<file path="src/rtl/pool_multi_core_ctrl_if.sv">
// ---------------------------------------------------------------------------
// pool_multi_core_ctrl_if
//
// Purpose: groups the run-control handshake and the shared BRAM read/write
// buses of pool_multi_core_ctrl into one bundle.
//
// Signals:
//   start, mode, in_dim, channels : run request and per-run configuration
//   busy, done                    : run status (done is a one-cycle pulse)
//   pass_idx                      : current channel group (BRAM bank select)
//   rd_addr / rd_data             : shared read address, per-lane read data
//                                   (data valid one cycle after the address)
//   wr_en / wr_addr / wr_data     : per-lane write strobes, shared write
//                                   address, per-lane pooled results
//   dbg_state                     : controller FSM state, for observation
//
// Handshake: start is a one-cycle request and is only honoured while busy is
// low; the run ends with a single-cycle done pulse, after which busy drops.
//
// Modports: master = top-level sequencer plus BRAM side, slave = controller.
// ---------------------------------------------------------------------------
interface pool_multi_core_ctrl_if #(
    parameter int LANES      = 4,
    parameter int DATA_W     = 16,
    parameter int IN_ADDR_W  = 13,
    parameter int OUT_ADDR_W = 11,
    parameter int DIM_W      = 7,
    parameter int CH_W       = 6
);
    logic                    start;
    logic                    mode;
    logic [DIM_W-1:0]        in_dim;
    logic [CH_W-1:0]         channels;
    logic                    busy;
    logic                    done;
    logic [CH_W-1:0]         pass_idx;
    logic [IN_ADDR_W-1:0]    rd_addr;
    logic [LANES*DATA_W-1:0] rd_data;
    logic [LANES-1:0]        wr_en;
    logic [OUT_ADDR_W-1:0]   wr_addr;
    logic [LANES*DATA_W-1:0] wr_data;
    logic [3:0]              dbg_state;

    modport master (
        output start, mode, in_dim, channels, rd_data,
        input  busy, done, pass_idx, rd_addr, wr_en, wr_addr, wr_data, dbg_state
    );

    modport slave (
        input  start, mode, in_dim, channels, rd_data,
        output busy, done, pass_idx, rd_addr, wr_en, wr_addr, wr_data, dbg_state
    );
endinterface

</file>
<file path="src/rtl/pool_multi_core_ctrl.sv">
// ---------------------------------------------------------------------------
// pool_multi_core_ctrl
//
// Purpose: 2x2 / stride-2 average or max pooling over a square feature map,
// LANES channels at a time. The block walks every output pixel of every
// channel group (pass) itself and masks unused lanes in the last pass.
// Each output pixel takes 7 cycles: R0..R3 issue the four window addresses,
// R1..LAST capture the returning samples, WR strobes the result, NEXT steps.
//
// Ports:
//   clk   : clock
//   reset : asynchronous, active-low reset; aborts any run in progress
//   bus   : pool_multi_core_ctrl_if.slave (control handshake + BRAM buses)
//
// Build option: define POOL_AVG_ROUND_EN to round average results half
// toward +infinity ((sum + 2) >>> 2); otherwise averages floor (sum >>> 2).
// ---------------------------------------------------------------------------
module pool_multi_core_ctrl #(
    parameter int LANES      = 4,
    parameter int DATA_W     = 16,
    parameter int IN_ADDR_W  = 13,
    parameter int OUT_ADDR_W = 11,
    parameter int DIM_W      = 7,
    parameter int CH_W       = 6
) (
    input logic                  clk,
    input logic                  reset,
    pool_multi_core_ctrl_if.slave bus
);
    // Sum of four DATA_W samples fits in DATA_W+2 bits.
    localparam int ACC_W = DATA_W + 2;
    // Wide enough for channels + LANES - 1 without wrapping.
    localparam int PW    = CH_W + $clog2(LANES) + 1;

    localparam logic [3:0] S_IDLE = 4'd0;
    localparam logic [3:0] S_R0   = 4'd1;
    localparam logic [3:0] S_R1   = 4'd2;
    localparam logic [3:0] S_R2   = 4'd3;
    localparam logic [3:0] S_R3   = 4'd4;
    localparam logic [3:0] S_LAST = 4'd5;
    localparam logic [3:0] S_WR   = 4'd6;
    localparam logic [3:0] S_NEXT = 4'd7;
    localparam logic [3:0] S_DONE = 4'd8;

    logic [3:0]            state_q,    state_d;
    logic                  mode_q,     mode_d;
    logic [DIM_W-1:0]      in_dim_q,   in_dim_d;
    logic [CH_W-1:0]       chan_q,     chan_d;
    logic [DIM_W-1:0]      out_dim_q,  out_dim_d;
    logic [CH_W-1:0]       passes_q,   passes_d;
    logic [CH_W-1:0]       pass_idx_q, pass_idx_d;
    logic [DIM_W-1:0]      row_q,      row_d;
    logic [DIM_W-1:0]      col_q,      col_d;
    // Address of the window's top-left row start: 2*row*in_dim, kept
    // incrementally so no multiplier is needed.
    logic [IN_ADDR_W-1:0]  row_base_q, row_base_d;
    logic [OUT_ADDR_W-1:0] wr_addr_q,  wr_addr_d;
    logic signed [ACC_W-1:0] acc_q [LANES];
    logic signed [ACC_W-1:0] acc_d [LANES];

    logic signed [ACC_W-1:0] sample_ext [LANES];
    logic signed [ACC_W-1:0] avg_sum    [LANES];
    logic [DATA_W-1:0]       lane_res   [LANES];
    logic [LANES-1:0]        lane_active;
    logic [PW-1:0]           ch_round;
    logic                    last_col;
    logic                    last_row;
    logic [IN_ADDR_W-1:0]    row_off;
    logic [IN_ADDR_W-1:0]    col_off;

    assign ch_round = PW'(bus.channels) + PW'(LANES - 1);
    assign last_col = (col_q == out_dim_q - DIM_W'(1));
    assign last_row = (row_q == out_dim_q - DIM_W'(1));

    // Per-lane sample extension, result formation and lane masking.
    always_comb begin
        for (int i = 0; i < LANES; i++) begin
            sample_ext[i] = ACC_W'(signed'(bus.rd_data[i*DATA_W +: DATA_W]));
`ifdef POOL_AVG_ROUND_EN
            avg_sum[i] = acc_q[i] + ACC_W'(2);
`else
            avg_sum[i] = acc_q[i];
`endif
            lane_res[i] = mode_q ? DATA_W'(acc_q[i]) : DATA_W'(avg_sum[i] >>> 2);
            lane_active[i] = ((32'(pass_idx_q) * 32'(LANES) + 32'(i)) < 32'(chan_q));
        end
    end

    // Read address: R1/R3 step one column right, R2/R3 step one row down.
    always_comb begin
        row_off     = ((state_q == S_R2) || (state_q == S_R3)) ? IN_ADDR_W'(in_dim_q) : '0;
        col_off     = ((state_q == S_R1) || (state_q == S_R3)) ? IN_ADDR_W'(1) : '0;
        bus.rd_addr = '0;
        if ((state_q == S_R0) || (state_q == S_R1) || (state_q == S_R2) || (state_q == S_R3)) begin
            bus.rd_addr = row_base_q + row_off + IN_ADDR_W'({col_q, 1'b0}) + col_off;
        end
    end

    // Write bus and status outputs, decoded from registered state.
    always_comb begin
        bus.wr_en   = (state_q == S_WR) ? lane_active : '0;
        bus.wr_data = '0;
        for (int i = 0; i < LANES; i++) begin
            if ((state_q == S_WR) && lane_active[i]) begin
                bus.wr_data[i*DATA_W +: DATA_W] = lane_res[i];
            end
        end
    end

    assign bus.wr_addr   = wr_addr_q;
    assign bus.pass_idx  = pass_idx_q;
    assign bus.busy      = (state_q != S_IDLE);
    assign bus.done      = (state_q == S_DONE);
    assign bus.dbg_state = state_q;

    // Next-state logic.
    always_comb begin
        state_d    = state_q;
        mode_d     = mode_q;
        in_dim_d   = in_dim_q;
        chan_d     = chan_q;
        out_dim_d  = out_dim_q;
        passes_d   = passes_q;
        pass_idx_d = pass_idx_q;
        row_d      = row_q;
        col_d      = col_q;
        row_base_d = row_base_q;
        wr_addr_d  = wr_addr_q;
        for (int i = 0; i < LANES; i++) begin
            acc_d[i] = acc_q[i];
        end

        case (state_q)
            S_IDLE: begin
                if (bus.start) begin
                    mode_d     = bus.mode;
                    in_dim_d   = bus.in_dim;
                    chan_d     = bus.channels;
                    out_dim_d  = bus.in_dim >> 1;
                    passes_d   = CH_W'(ch_round / PW'(LANES));
                    pass_idx_d = '0;
                    row_d      = '0;
                    col_d      = '0;
                    row_base_d = '0;
                    wr_addr_d  = '0;
                    // Nothing to pool: finish without touching the BRAMs.
                    if ((bus.channels == '0) || (bus.in_dim < DIM_W'(2))) begin
                        state_d = S_DONE;
                    end else begin
                        state_d = S_R0;
                    end
                end
            end
            S_R0: state_d = S_R1;
            S_R1: begin
                // First sample of the window seeds the accumulator.
                for (int i = 0; i < LANES; i++) begin
                    acc_d[i] = sample_ext[i];
                end
                state_d = S_R2;
            end
            S_R2, S_R3, S_LAST: begin
                for (int i = 0; i < LANES; i++) begin
                    if (mode_q) begin
                        acc_d[i] = (sample_ext[i] > acc_q[i]) ? sample_ext[i] : acc_q[i];
                    end else begin
                        acc_d[i] = acc_q[i] + sample_ext[i];
                    end
                end
                state_d = (state_q == S_R2) ? S_R3 : ((state_q == S_R3) ? S_LAST : S_WR);
            end
            S_WR: state_d = S_NEXT;
            S_NEXT: begin
                state_d = S_R0;
                if (last_col) begin
                    col_d = '0;
                    if (last_row) begin
                        // End of pass: rewind the map, move to the next group.
                        row_d      = '0;
                        row_base_d = '0;
                        wr_addr_d  = '0;
                        pass_idx_d = pass_idx_q + CH_W'(1);
                        if ((pass_idx_q + CH_W'(1)) == passes_q) begin
                            state_d = S_DONE;
                        end
                    end else begin
                        row_d      = row_q + DIM_W'(1);
                        row_base_d = row_base_q + IN_ADDR_W'({in_dim_q, 1'b0});
                        wr_addr_d  = wr_addr_q + OUT_ADDR_W'(1);
                    end
                end else begin
                    col_d     = col_q + DIM_W'(1);
                    wr_addr_d = wr_addr_q + OUT_ADDR_W'(1);
                end
            end
            S_DONE:  state_d = S_IDLE;
            default: state_d = S_IDLE;
        endcase
    end

    always_ff @(posedge clk or negedge reset) begin
        if (!reset) begin
            state_q    <= S_IDLE;
            mode_q     <= 1'b0;
            in_dim_q   <= '0;
            chan_q     <= '0;
            out_dim_q  <= '0;
            passes_q   <= '0;
            pass_idx_q <= '0;
            row_q      <= '0;
            col_q      <= '0;
            row_base_q <= '0;
            wr_addr_q  <= '0;
            for (int i = 0; i < LANES; i++) begin
                acc_q[i] <= '0;
            end
        end else begin
            state_q    <= state_d;
            mode_q     <= mode_d;
            in_dim_q   <= in_dim_d;
            chan_q     <= chan_d;
            out_dim_q  <= out_dim_d;
            passes_q   <= passes_d;
            pass_idx_q <= pass_idx_d;
            row_q      <= row_d;
            col_q      <= col_d;
            row_base_q <= row_base_d;
            wr_addr_q  <= wr_addr_d;
            for (int i = 0; i < LANES; i++) begin
                acc_q[i] <= acc_d[i];
            end
        end
    end
endmodule

</file>
<file path="src/flat_wrapper.sv">
// flat-port wrapper written by rule: the top's interface ports become plain ports
module pool_multi_core_ctrl_flat 
#(
    parameter int LANES      = 4,
    parameter int DATA_W     = 16,
    parameter int IN_ADDR_W  = 13,
    parameter int OUT_ADDR_W = 11,
    parameter int DIM_W      = 7,
    parameter int CH_W       = 6
)
  (clk, reset, bus_start, bus_mode, bus_in_dim, bus_channels, bus_rd_data, bus_busy, bus_done, bus_pass_idx, bus_rd_addr, bus_wr_en, bus_wr_addr, bus_wr_data, bus_dbg_state);
  pool_multi_core_ctrl_if #(.LANES(LANES), .DATA_W(DATA_W), .IN_ADDR_W(IN_ADDR_W), .OUT_ADDR_W(OUT_ADDR_W), .DIM_W(DIM_W), .CH_W(CH_W)) bus_i ();
  input logic clk;
  input logic reset;
  input wire logic [$bits(bus_i.start)-1:0] bus_start;
  input wire logic [$bits(bus_i.mode)-1:0] bus_mode;
  input wire logic [$bits(bus_i.in_dim)-1:0] bus_in_dim;
  input wire logic [$bits(bus_i.channels)-1:0] bus_channels;
  input wire logic [$bits(bus_i.rd_data)-1:0] bus_rd_data;
  output wire logic [$bits(bus_i.busy)-1:0] bus_busy;
  output wire logic [$bits(bus_i.done)-1:0] bus_done;
  output wire logic [$bits(bus_i.pass_idx)-1:0] bus_pass_idx;
  output wire logic [$bits(bus_i.rd_addr)-1:0] bus_rd_addr;
  output wire logic [$bits(bus_i.wr_en)-1:0] bus_wr_en;
  output wire logic [$bits(bus_i.wr_addr)-1:0] bus_wr_addr;
  output wire logic [$bits(bus_i.wr_data)-1:0] bus_wr_data;
  output wire logic [$bits(bus_i.dbg_state)-1:0] bus_dbg_state;
  assign bus_i.start = bus_start;
  assign bus_i.mode = bus_mode;
  assign bus_i.in_dim = bus_in_dim;
  assign bus_i.channels = bus_channels;
  assign bus_i.rd_data = bus_rd_data;
  assign bus_busy = bus_i.busy;
  assign bus_done = bus_i.done;
  assign bus_pass_idx = bus_i.pass_idx;
  assign bus_rd_addr = bus_i.rd_addr;
  assign bus_wr_en = bus_i.wr_en;
  assign bus_wr_addr = bus_i.wr_addr;
  assign bus_wr_data = bus_i.wr_data;
  assign bus_dbg_state = bus_i.dbg_state;
  pool_multi_core_ctrl #(.LANES(LANES), .DATA_W(DATA_W), .IN_ADDR_W(IN_ADDR_W), .OUT_ADDR_W(OUT_ADDR_W), .DIM_W(DIM_W), .CH_W(CH_W)) u_core (.clk(clk), .reset(reset), .bus(bus_i));
endmodule
</file>
<file path="config.mk">
export PLATFORM = sky130hd
export DESIGN_NAME = pool_multi_core_ctrl_flat
export DESIGN_NICKNAME = d
export VERILOG_FILES = /design/src/rtl/pool_multi_core_ctrl_if.sv /design/src/rtl/pool_multi_core_ctrl.sv /design/src/flat_wrapper.sv
export SDC_FILE = /design/constraint.sdc
export NUM_CORES = 1
export LEC_CHECK = 0
export ABC_CLOCK_PERIOD_IN_PS = 12700
export CORE_MARGIN = 3
export CORE_UTILIZATION = 60
export CTS_CLUSTER_SIZE = 8
export DETAILED_ROUTE_END_ITERATION = 6
export PLACE_DENSITY = 0.86
export SLEW_MARGIN = 20
export SYNTH_ARGS = -nofsm -noshare
export SYNTH_HDL_FRONTEND = slang
export SYNTH_SLANG_ARGS = --single-unit
</file>
<file path="constraint.sdc">
create_clock -name clk -period 12.7 [get_ports clk]
set_input_delay 2.54 -clock clk [delete_from_list [all_inputs] [get_ports clk]]
set_output_delay 2.54 -clock clk [all_outputs]
set_load 0.05 [all_outputs]
</file>
Figure 1. PDN straps and rails.
Scale bar: 50 um. Pins as bars on the die edge.
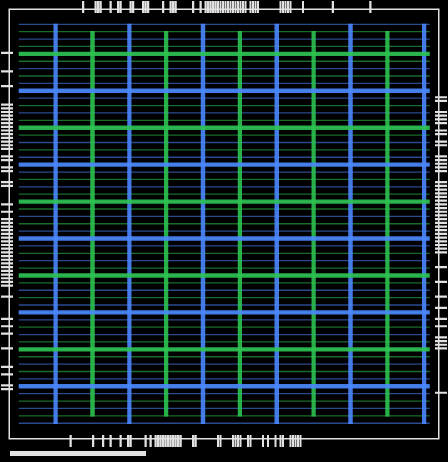
color	net
blue	VSS
green	VDD
met5 straps	10
met1 rails	55
rows	54

Figure 2. Routing congestion.
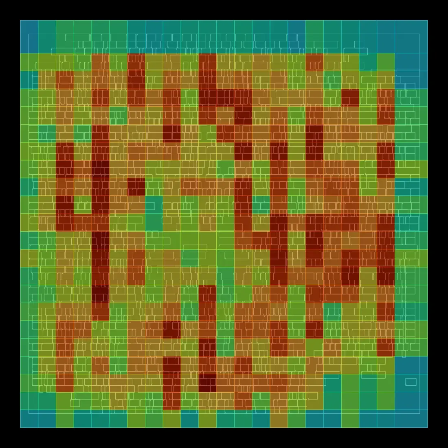
Total GRT Usage: 29.2%
met1 Use GR: 36.3%
GRT busiest layer: met2

Figure 3. Wires at chosen ports, followed through buffers.
Scale bar: 50 um.
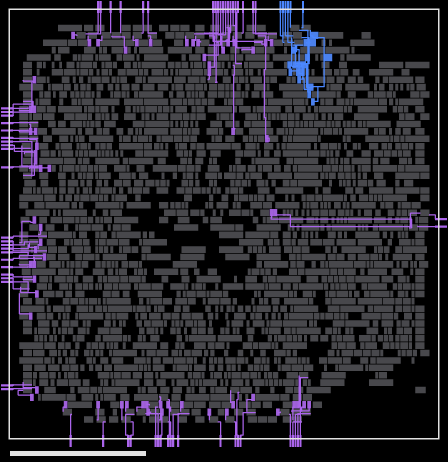
color	port	bits	direction	edge	end cells	buffers	wire
blue	bus_channels	6	input	top	16	6	217 um
purple	bus_wr_data	64	output	22 left, 20 top, 20 bottom, 2 right	64	64	1240 um

==> impl_metrics.yaml <==
# yosys + openroad results
synthesis:
  syn-instance-count: 1703
  async_reset_ff_share_pct: 100
  yosys.cell_types.count: 77
  enable_flop_cells: 0
  adder_share_pct: 16.9
  yosys_area_um2: 13800
route:
  drt-pass1-iter-count: 5
  drt_iter0_drc: 973
  viasPerCell: 6.00
  wl_per_cell_um: 16.9
  via_count: 12827
  route.detailed.drc: 0
  drt-total-wl_um: 36000
setup_path:
  cp_max_fo: 10
  critical_path_class: "reg -> out"
  arrival_ps: 5220
  worstSetupStartpointType: "flip-flop"
  cp-end-kind: "output port"
cts:
  cts_resized: 0
  clk_latency_ps: 440
  cts.sinks: 138
  cts_buffer_depth: 2
  cts_made_buffers: 17
  root_buffer: "clkbuf_16"
run:
  warnings: 95
  cap_violations: 0
power_and_ir_drop:
  p_total_mw: 4.59
  combPwrFrac_pct: 68.9
  p_leak_nw: 7.38
  power_density_nw_per_um2: 281
global_routing:
  antenna_found_initial: 2
  grt_pass1_vias: 12724
floorplanning:
  fp_util_pct: 62.0
  dieWidth_um: 158
hold_path:
  worstHoldStart: "u_core.passes_q[1]"
  holdPathStages: 2
  holdPathEnd: "u_core.passes_q[1]"
final_timing:
  clock.fmax_mhz: 129
  tightestPinTransition_ps: 957
  fin_crit_sh_pct: 61.1
placement:
  numPlacedInstances: 2105
  dp_hpwl_um: 26300
final_layout:
  lay_top_cells: "nor2_1 (188), clkdlybuf4s50_1 (183), ha_1 (167), inv_1 (155), nand2_1 (146)"
  fin_cells: 2138
  nFillCells: 1677
run_status:
  run_status: "finished, final reports clean"
Yosys cell counts (all sizes together), types with 22 or more instances:
master and instances:
o211ai 31, nor2 189, nand3 29, nor2b 26, xnor2 71, ha 167, dfrtp 138, nand2 146
nor3 27, clkbuf 51, a21oi 111, inv 155, o21bai 29, nand2b 25, o21ai 127, xor2 30
a31oi 22, mux2i 75, a21o 31
worst max path at each step:
| stage | from | endpoint | cells past startpoint |
|---|---|---|---|
| after detailed placement | u_core.bus.dbg_state[2] | bus_rd_addr[11] | 17 |
| after floorplan | u_core.bus.dbg_state[1] | bus_rd_addr[11] | 16 |
| after CTS | u_core.bus.dbg_state[2] | bus_rd_addr[11] | 17 |
| after global routing | u_core.bus.dbg_state[2] | bus_rd_addr[11] | 17 |
| after global placement | u_core.bus.dbg_state[2] | bus_rd_addr[11] | 17 |
| final | u_core.bus.dbg_state[2] | bus_rd_addr[11] | 17 |
cell families (layout without fill, tap and decap cells):
kind of cell             after synthesis  in the layout
AND-OR/OR-AND                        444            444
multiplexers                          87             87
flip-flops                           138            138
AND/OR/NAND/NOR                      528            528
buffers and inverters                226            380
adder cells (fa/ha/maj)              179            179
XOR/XNOR                             101            101
other                                  0              1
worst max-delay path, stage by stage, from the launching register on:
cell             delay [ps]
dfrtp_1                 490
inv_1                   210
nand3_1                 210
a21oi_1                 470
nand2_1                 140
fa_1                    490
inv_1                    40
ha_1                    210
fa_1                    410
a21o_1                  180
a21oi_1                 220
o21bai_1                 90
a21oi_1                 210
o21bai_1                 90
a21oi_1                 250
o21ai_0                 120
a21oi_1                 130
clkdlybuf4s50_1         820
sequential cells by signal, summed over array words and instances (netlist names), 5 cells and up:
signal and cells:
u_core.acc_q 72, u_core.bus.pass_idx 6, u_core.bus.wr_addr 11, u_core.chan_q 6, u_core.col_q 7, u_core.in_dim_q 7, u_core.passes_q 5, u_core.row_base_q 12
u_core.row_q 7
metal layers:
metal / share of wire (%) / GRT usage (%)
met2: 48 / 50.4
met5: 0.094 / 0
met4: 2.5 / 10.4
met1: 42 / 36.3
met3: 7.0 / 6.34
power by group through the flow:
stage,Clock [mW],Combinational [mW],Sequential (mW)
2_1_floorplan,0,2.37,0.894
6_report,0.495,3.16,0.933
3_3_place_gp,0,3.03,0.918
3_5_place_dp,0,3.12,0.931
5_1_grt,0.515,3.50,0.964
4_1_cts,0.497,3.15,0.925
cell type report:
class	instances	area [um^2]	share of cell area, %
Multi-Input combinational cell	1339	9480	58.0
Sequential cell	138	3460	21.1
Timing Repair Buffer	193	1910	11.7
Inverter	155	582	3.56
Clock buffer	17	425	2.60
Tap cell	280	350	2.14
Clock inverter	15	139	0.850
Antenna cell	1	2.50	0.0153
stage by stage:
| step | area (um^2) | hold WS [ps] |
|---|---|---|
| after floorplan | 13800 | 460 |
| after global placement | 15800 | 486 |
| after detailed placement | 15800 | 492 |
| after CTS | 16300 | 506 |
| after global routing | 16300 | 533 |
| final | 16300 | 501 |
No activity file was given, so power comes from the tool's default toggle rates.
